## src/rtl/axi_irq_ctrl.sv

```systemverilog
// AXI-lite interrupt controller: per-source pending/enable/trigger registers feeding irq_vec/irq_out.
// Optional macro IRQ_SYNC_EN inserts a 2-flop synchronizer on irq_in ahead of the edge/level logic.
module axi_irq_ctrl #(
    parameter int          NUM_IRQ    = 8,
    parameter logic [31:0] RESET_TRIG = 32'h0000_0000
) (
    input  logic               clk,
    input  logic               resetn,
    input  logic [11:0]        s_axi_awaddr,
    input  logic               s_axi_awvalid,
    output logic               s_axi_awready,
    input  logic [31:0]        s_axi_wdata,
    input  logic [3:0]         s_axi_wstrb,
    input  logic               s_axi_wvalid,
    output logic               s_axi_wready,
    output logic [1:0]         s_axi_bresp,
    output logic               s_axi_bvalid,
    input  logic               s_axi_bready,
    input  logic [11:0]        s_axi_araddr,
    input  logic               s_axi_arvalid,
    output logic               s_axi_arready,
    output logic [31:0]        s_axi_rdata,
    output logic [1:0]         s_axi_rresp,
    output logic               s_axi_rvalid,
    input  logic               s_axi_rready,
    input  logic [NUM_IRQ-1:0] irq_in,
    output logic [NUM_IRQ-1:0] irq_vec,
    output logic               irq_out
);

    typedef enum logic {W_IDLE, W_RESP} wr_state_t;
    typedef enum logic {R_IDLE, R_DATA} rd_state_t;

    localparam logic [4:0] ADDR_PENDING = 5'h00;
    localparam logic [4:0] ADDR_ENABLE  = 5'h04;
    localparam logic [4:0] ADDR_TRIGGER = 5'h08;
    localparam logic [4:0] ADDR_ACTIVE  = 5'h0C;
    localparam logic [4:0] ADDR_HIGHEST = 5'h10;

    logic [NUM_IRQ-1:0] pending, pending_n, enable, trigger, prev, irq_s, active, w1c;
    logic [NUM_IRQ-1:0] wr_bits, wr_sel;

    wr_state_t   wr_state, wr_next;
    rd_state_t   rd_state, rd_next;
    logic        aw_have, w_have;
    logic [4:0]  aw_addr_q;
    logic [31:0] w_data_q;
    logic [3:0]  w_strb_q;
    logic [31:0] wr_mask;
    logic        do_write, wr_err;
    logic [31:0] rd_data_n;
    logic        rd_err;
    logic [4:0]  hi_idx;
    logic        hi_any;
    logic        unused_bits;

    function automatic logic [31:0] pad(input logic [NUM_IRQ-1:0] v);
        logic [31:0] r;
        r = '0;
        r[NUM_IRQ-1:0] = v;
        return r;
    endfunction

`ifdef IRQ_SYNC_EN
    logic [NUM_IRQ-1:0] sync_q1, sync_q2;

    always_ff @(posedge clk or negedge resetn) begin
        if (!resetn) begin
            sync_q1 <= '0;
            sync_q2 <= '0;
        end else begin
            sync_q1 <= irq_in;
            sync_q2 <= sync_q1;
        end
    end

    assign irq_s = sync_q2;
`else
    assign irq_s = irq_in;
`endif

    assign unused_bits = ^{s_axi_awaddr[11:5], s_axi_araddr[11:5], w_data_q, wr_mask};

    assign active  = pending & enable;
    assign irq_vec = active;
    assign irq_out = |active;

    // Write channel: AW and W are captured independently, committed together once both are held.
    always_ff @(posedge clk or negedge resetn) begin
        if (!resetn) begin
            wr_state <= W_IDLE;
        end else begin
            wr_state <= wr_next;
        end
    end

    always_comb begin
        wr_next  = wr_state;
        do_write = 1'b0;
        case (wr_state)
            W_IDLE: begin
                if (aw_have && w_have) begin
                    do_write = 1'b1;
                    wr_next  = W_RESP;
                end
            end
            W_RESP: begin
                if (s_axi_bready) begin
                    wr_next = W_IDLE;
                end
            end
            default: wr_next = W_IDLE;
        endcase
    end

    assign s_axi_bvalid = (wr_state == W_RESP);

    always_comb begin
        wr_err = 1'b1;
        case (aw_addr_q)
            ADDR_PENDING, ADDR_ENABLE, ADDR_TRIGGER: wr_err = 1'b0;
            default:                                 wr_err = 1'b1;
        endcase
    end

    assign wr_mask = {{8{w_strb_q[3]}}, {8{w_strb_q[2]}}, {8{w_strb_q[1]}}, {8{w_strb_q[0]}}};
    assign wr_sel  = wr_mask[NUM_IRQ-1:0];
    assign wr_bits = w_data_q[NUM_IRQ-1:0] & wr_sel;

    always_ff @(posedge clk or negedge resetn) begin
        if (!resetn) begin
            s_axi_awready <= 1'b0;
            s_axi_wready  <= 1'b0;
            s_axi_bresp   <= 2'b00;
            aw_have       <= 1'b0;
            w_have        <= 1'b0;
            aw_addr_q     <= '0;
            w_data_q      <= '0;
            w_strb_q      <= '0;
        end else begin
            s_axi_awready <= (wr_state == W_IDLE) && s_axi_awvalid && !aw_have && !s_axi_awready;
            s_axi_wready  <= (wr_state == W_IDLE) && s_axi_wvalid && !w_have && !s_axi_wready;
            if (s_axi_awvalid && s_axi_awready) begin
                aw_have   <= 1'b1;
                aw_addr_q <= s_axi_awaddr[4:0];
            end
            if (s_axi_wvalid && s_axi_wready) begin
                w_have   <= 1'b1;
                w_data_q <= s_axi_wdata;
                w_strb_q <= s_axi_wstrb;
            end
            if (do_write) begin
                aw_have     <= 1'b0;
                w_have      <= 1'b0;
                s_axi_bresp <= wr_err ? 2'b10 : 2'b00;
            end
        end
    end

    // Edge sources: a new rising edge beats a simultaneous W1C. Level sources simply track the input.
    always_comb begin
        w1c = '0;
        if (do_write && (aw_addr_q == ADDR_PENDING)) begin
            w1c = wr_bits;
        end
        pending_n = (trigger & ((irq_s & ~prev) | (pending & ~w1c))) | (~trigger & irq_s);
    end

    always_ff @(posedge clk or negedge resetn) begin
        if (!resetn) begin
            pending <= '0;
            enable  <= '0;
            trigger <= RESET_TRIG[NUM_IRQ-1:0];
            prev    <= '0;
        end else begin
            prev    <= irq_s;
            pending <= pending_n;
            if (do_write && (aw_addr_q == ADDR_ENABLE)) begin
                enable <= (enable & ~wr_sel) | wr_bits;
            end
            if (do_write && (aw_addr_q == ADDR_TRIGGER)) begin
                trigger <= (trigger & ~wr_sel) | wr_bits;
            end
        end
    end

    // Lowest-index active source wins; scanning downward leaves the lowest index last.
    always_comb begin
        hi_idx = '0;
        hi_any = |active;
        for (int i = NUM_IRQ - 1; i >= 0; i--) begin
            if (active[i]) begin
                hi_idx = 5'(i);
            end
        end
    end

    always_comb begin
        rd_data_n = '0;
        rd_err    = 1'b0;
        case (s_axi_araddr[4:0])
            ADDR_PENDING: rd_data_n = pad(pending);
            ADDR_ENABLE:  rd_data_n = pad(enable);
            ADDR_TRIGGER: rd_data_n = pad(trigger);
            ADDR_ACTIVE:  rd_data_n = pad(active);
            ADDR_HIGHEST: rd_data_n = {hi_any, 26'b0, hi_idx};
            default:      rd_err    = 1'b1;
        endcase
    end

    always_ff @(posedge clk or negedge resetn) begin
        if (!resetn) begin
            rd_state <= R_IDLE;
        end else begin
            rd_state <= rd_next;
        end
    end

    always_comb begin
        rd_next = rd_state;
        case (rd_state)
            R_IDLE: begin
                if (s_axi_arvalid && s_axi_arready) begin
                    rd_next = R_DATA;
                end
            end
            R_DATA: begin
                if (s_axi_rready) begin
                    rd_next = R_IDLE;
                end
            end
            default: rd_next = R_IDLE;
        endcase
    end

    assign s_axi_rvalid = (rd_state == R_DATA);

    always_ff @(posedge clk or negedge resetn) begin
        if (!resetn) begin
            s_axi_arready <= 1'b0;
            s_axi_rdata   <= '0;
            s_axi_rresp   <= 2'b00;
        end else begin
            s_axi_arready <= (rd_state == R_IDLE) && s_axi_arvalid && !s_axi_arready;
            if (s_axi_arvalid && s_axi_arready) begin
                s_axi_rdata <= rd_data_n;
                s_axi_rresp <= rd_err ? 2'b10 : 2'b00;
            end
        end
    end

endmodule

```

## config.mk

```make
export PLATFORM = sky130hd
export DESIGN_NAME = axi_irq_ctrl
export DESIGN_NICKNAME = d
export VERILOG_FILES = /design/src/rtl/axi_irq_ctrl.sv
export SDC_FILE = /design/constraint.sdc
export NUM_CORES = 1
export LEC_CHECK = 0
export CELL_PAD_IN_SITES_DETAIL_PLACEMENT = 0
export CELL_PAD_IN_SITES_GLOBAL_PLACEMENT = 1
export CORE_ASPECT_RATIO = 1.1
export CORE_MARGIN = 5
export CORE_UTILIZATION = 32
export CTS_CLUSTER_DIAMETER = 100
export DETAILED_ROUTE_END_ITERATION = 10
export GPL_TIMING_DRIVEN = 0
export PLACE_DENSITY = 0.8
export SYNTH_ARGS = -nofsm -noshare
export SYNTH_HDL_FRONTEND = slang
export SYNTH_SLANG_ARGS = --single-unit
```

## constraint.sdc

```tcl
create_clock -name clk -period 2.86 [get_ports clk]
set_clock_uncertainty 0.05 [all_clocks]
set_input_delay 0.572 -clock clk [delete_from_list [all_inputs] [get_ports clk]]
set_output_delay 0.572 -clock clk [all_outputs]
set_load 0.1 [all_outputs]
```

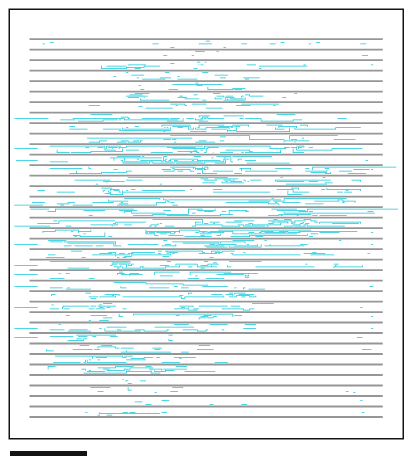
**Above:** M1 wires.
Bar = 20 µm. Supply wires on this layer in grey.
main direction: horizontal
share of all routed wire: 46%
longest straight run: 29.0 µm
wire length on this layer: 3040 µm

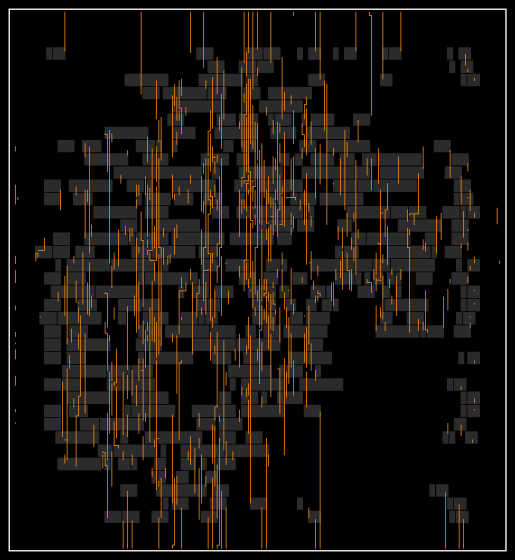
**Above:** signal wires on met2.
Cells faint in the background.
share of all routed wire: 45%
wire length on this layer: 2940 µm
main direction: vertical
longest straight run: 34.3 µm

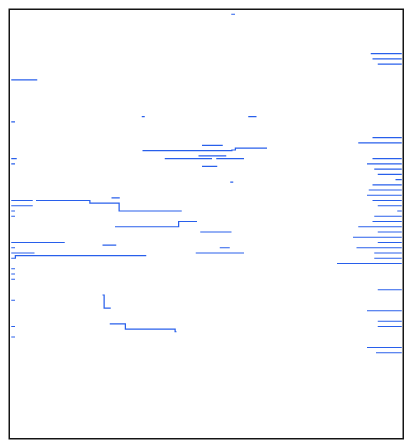
**Above:** the metal 3 layer.
share of all routed wire: 7.6%
main direction: horizontal
nets with wire on the layer: 59

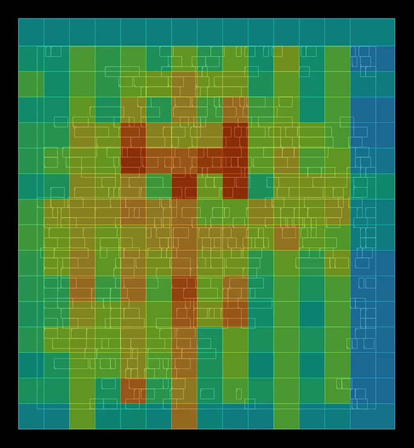
**Above:** track usage over the die.
DR WL/cell: 14.4 µm
GRT Total Usage: 12.3%
met1 Use GR: 16.9%

==> out/qor.yml <==
critPathTopFamily: "buffers and inverters"
cp.required_ns: 2.24
clkLatencyLatePin_ns: 0.35
inverters: 10
crit_arrival_ns: 2.15
adder_share_pct: 0
yosys.area.top_type: "dfrtp_1"
layout_worst_path_cycle_share_pct: 96.9
post-cts-setup-buffer-count: 0
cts_tree: "yes"
cts_root_buffer: "clkbuf_8"
path_cells: "nand2_1 > inv_1 > clkdlybuf4s50_1"
pre_cts_slack_ns: 0.152
cp_num_buf_inv: 2
clock_area_share_pct: 5.55
met3_length_um: 504
hold_class: "in -> async"
dp_hpwl_mm: 4.93
r2r-end: "pending[5]"
grt_pass1_wl_mm: 10.8
crit_end: "irq_vec[4]"
htreeDepth: 3
netlist_logic_family_top: "multiplexers"
nClkBuffers: 11
synthMostInstantiatedCell: "dfrtp_1"
postSynthCellCount: 245
synth.top_cell.area_share_pct: 54.1
pg_clk_uw: 861
grtUsageMet3_pct: 4.22
cpMaxStageDelayCell: "clkdlybuf4s50_1"
rows: 36
core_area_um2: 8960
route.antenna.remaining_nets: 0
ys_top_cells_by_area: "dfrtp_1 (54%), mux2_2 (8.4%), buf_4 (6.3%)"
vdd_drop_max_mv: 0.394
max_slew_margin_pct: 32.9
multi_input_comb_cells: 165
whs_ns: 0.244
m1WireLength_mm: 3.04
drive_above_1_share_pct: 23.0
routed.top_layer: "met4"
ff_latch_area_um2: 1600
grt_setup_unrepaired: "false"
drt_iter0_drc: 131
tightest_slew_ns: 1.01
place_area_um2: 3770
cap_viol_max_count: 0
port_buffers: 58
initial_core_util_pct: 33.1
p_leak_nw: 1.84
edf_count: 0
path_clk_slew_ns: 0.07
finalCriticalPeriod_ns: 2.77
routed-wl-met2_mm: 2.94
dp.cells: 441
viasPerCell: 4.63
cp-end-kind: "output port"
ys_cells: 245
clk_path_buf_depth: 2
vias: 2118
mux_share_pct: 15.5
power_leader: "combinational cells"
sequentialPowerShare_pct: 37.7
ff_type: "dfrtp_1"
status: "complete, no violations"
r2r_setup_slack_ns: 0.61
grt_pass1_vias: 2148
worst_setup_path_start_kind: "register"
synthTopCellsByCount: "dfrtp_1 (64), nand2_1 (29), buf_4 (25)"
antenna_found_initial: 0
r2r-start: "aw_addr_q[1]"
seq_cell_power_mw: 1.44
fin_nets: 413
fill_cells: 865
ys_warn_count: 0
die_h_um: 111
power_switching_mw: 1.62
setup_viol: 0
place_congestion: 0.779
comb_power_mw: 1.52
synth_area_um2: 2960
cts-resized-gates: 1
bufAreaShareNonClock_pct: 19.8
drtPass1Iterations: 4
yosysChipArea_um2: 2960
aoi_share_pct: 12.5
dieArea_um2: 11300
tns_ns: 0
mi_logic_area_um2: 1200
seq_cells: 64
die_w_um: 102
holdBufCountCts: 0
num-nonclk-buffers: 88
ff2ff_path_depth: 4
busiest_layer: "met2"
lay_top_cells: "dfrtp_1 (64), clkdlybuf4s50_1 (56), nand2_1 (29)"
grt.overflow.total: 0
critical_path_depth: 3
finalHoldViolCount: 0
seq_area_frac_synth_pct: 54.1
fmax_ghz: 0.361
cts.sinks: 64
pin_count: 125
design_area_um2: 3990
p_int_mw: 2.21
total_power_mw: 3.83
powerDensity_nw_per_um2: 959
post-route-util_pct: 44.6
simple_gate_area_share_pct: 9.33
pwr-share-comb_pct: 39.8
sh_seq_area_pct: 40.1
drc: 0
synthXorXnorAreaFrac_pct: 0
comb_share_pct: 30.0
grt.met2_usage_pct: 17.6
synthToLayoutAreaGrowth_pct: 34.8
synth_async_sr_flop_share_pct: 100
drv_slew: 0
netSwitchingFraction_pct: 42.4
mostFrequentLayoutCell: "dfrtp_1"
setup_ws_ns: 0.0900
grt_max_degree: 65
startpoint: "pending[4]"
tap_cells: 114
ys_ff: 64
Power is estimated from default activity; no workload was simulated.
